**Cells by drive strength**

(4 px per um)
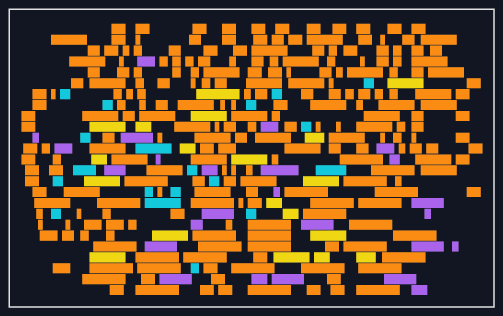
**Placement view**

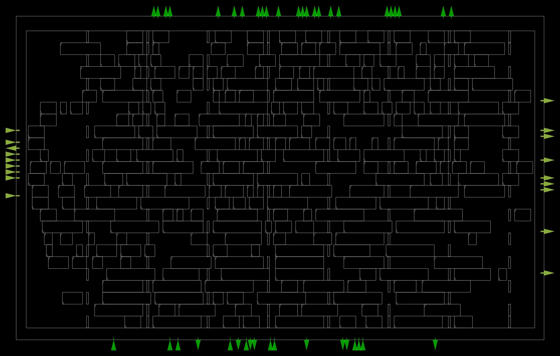
$ cat config.mk
export PLATFORM = sky130hd
export DESIGN_NAME = fifo_rd_stream
export DESIGN_NICKNAME = d
export VERILOG_FILES = /design/src/rtl/fifo_rd_stream.sv
export SDC_FILE = /design/constraint.sdc
export NUM_CORES = 1
export LEC_CHECK = 0
export CELL_PAD_IN_SITES_DETAIL_PLACEMENT = 1
export CELL_PAD_IN_SITES_GLOBAL_PLACEMENT = 1
export CORE_ASPECT_RATIO = 0.6
export CORE_MARGIN = 2
export CORE_UTILIZATION = 38
export DETAILED_ROUTE_END_ITERATION = 16
export PLACE_DENSITY = 0.8
export SETUP_SLACK_MARGIN = 0.15
export SLEW_MARGIN = 20
export SYNTH_ARGS = -nofsm -noshare
export SYNTH_HDL_FRONTEND = slang
export SYNTH_SLANG_ARGS = --single-unit
export TNS_END_PERCENT = 30
$ cat constraint.sdc
create_clock -name xclk -period 2.1 [get_ports xclk]
set_input_delay 0.42 -clock xclk [delete_from_list [all_inputs] [get_ports xclk]]
set_output_delay 0.42 -clock xclk [all_outputs]
set_load 0.01 [all_outputs]
$ cat src/rtl/fifo_rd_stream.sv
// Read-side drain stage for the dual-clock FIFO: issues read strobes against the fill count,
// absorbs the one-cycle read latency in a 4-entry skid buffer and presents a valid/ready stream.
module fifo_rd_stream #(
    parameter  int WIDTH = 8,
    parameter  int DEPTH = 16,
    localparam int CW    = $clog2(DEPTH) + 1
) (
    input  logic             xclk,
    input  logic             ax_rst,
    input  logic             en,
    input  logic [CW-1:0]    f_fullcount,
    output logic             f_rd,
    input  logic [WIDTH-1:0] f_rddata,
    input  logic             f_rd_data_valid,
    output logic             m_valid,
    input  logic             m_ready,
    output logic [WIDTH-1:0] m_data,
    output logic [31:0]      words_out
);

    logic [WIDTH-1:0] skid_mem [4];
    logic [1:0]       wr_ptr;
    logic [1:0]       rd_ptr;
    logic [2:0]       occ;
    logic [3:0]       occ_plus_inflight;
    logic             pop;

    // Counting the word already in flight reserves its slot, so the read strobe never
    // depends on m_ready and the buffer can never be overrun.
    assign occ_plus_inflight = {1'b0, occ} + {3'b000, f_rd_data_valid};
    assign f_rd              = en && (f_fullcount != '0) && (occ_plus_inflight <= 4'd3);

    assign m_valid = (occ != 3'd0);
    assign m_data  = skid_mem[rd_ptr];
    assign pop     = m_valid && m_ready;

    // NOTE: sequential state is written with non-blocking assignments only, so every
    // register samples the pre-edge value of every other register.
    always_ff @(posedge xclk or posedge ax_rst) begin
        if (ax_rst) begin
            wr_ptr    <= 2'd0;
            rd_ptr    <= 2'd0;
            occ       <= 3'd0;
            words_out <= 32'd0;
        end else begin
            if (f_rd_data_valid) begin
                wr_ptr <= wr_ptr + 2'd1;
            end
            if (pop) begin
                rd_ptr    <= rd_ptr + 2'd1;
                words_out <= words_out + 32'd1;
            end
            occ <= occ + {2'b00, f_rd_data_valid} - {2'b00, pop};
        end
    end

    // NOTE: the data storage has no reset; occ gates m_valid, so stale entries are never observed.
    always_ff @(posedge xclk) begin
        if (f_rd_data_valid) begin
            skid_mem[wr_ptr] <= f_rddata;
        end
    end

endmodule

==> reports/results.tsv <==
stage	metric	value	unit
finish	final.fill_count	773	
finish	area_growth	37.5	%
sta	fin_crit_sh	96.1	%
route	wl	6.82	mm
worst_hold_path	min_delay_worst_endpoint	words_out[31]$_DFFE_PP0P_	
clock_tree	clock_latency	0.33	ns
finish	regArea	1940	sq um
setup_path	crit_arrival	1.60	ns
setup_path	path_depth	4	
worst_hold_path	whs_path_depth	1	
sta	holdWs	0.468	ns
pwr	p_seq_share	38.9	%
run_status	status	completed	
synthesis	ys_top_logic_family	simple AND/OR/NAND/NOR gates	
route	viasPerCell	4.93	
placement	dpl_cell_area	3890	sq um
setup_path	path_delay_family	buffers and inverters	
finish	num-nonclk-inverters	10	
clock_tree	numClockSinks	71	
global_route	gr-usage-met2	27.9	%
sta	slew_headroom	66.7	%
pwr	power_density	1170	nW/um^2
Notes on 'cells by drive strength' above:
| colour | size | cells | share | most used |
|---|---|---|---|---|
| orange | _0 and _1 cells | 235 | 79% | clkdlybuf4s50_1 |
| yellow | _6 and larger | 19 | 6.4% | clkbuf_16 |
| cyan | _3 and _4 cells | 19 | 6.4% | buf_4 |
| purple | _2 cells | 25 | 8.4% | mux4_2 |

Notes on 'placement view' above:
# Taps: 108
final core occ: 54.1%

-- layout by cell type, fill, tap and decap left out, types with 2 or more instances in the layout --
master,netlist,routed
inv_1,10,8
nor3_1,3,3
nor2_1,4,4
clkdlybuf4s15_1,0,3
buf_4,0,12
nand4_1,17,17
and4_1,2,2
clkdlybuf4s15_2,0,2
buf_6,3,6
clkdlybuf4s50_1,0,49
edfxtp_1,32,32
clkbuf_16,0,10
xor2_1,6,6
ha_4,0,2
clkbuf_8,1,2
nand3_1,9,9
mux4_2,8,8
and3_1,5,5
nand2_1,11,11
ha_1,8,5
dfrtp_1,39,38
nand4_2,2,2
inv_4,0,2
buf_2,1,2
xnor2_1,29,29
and2_1,7,7
No activity file was given, so power comes from the tool's default toggle rates.
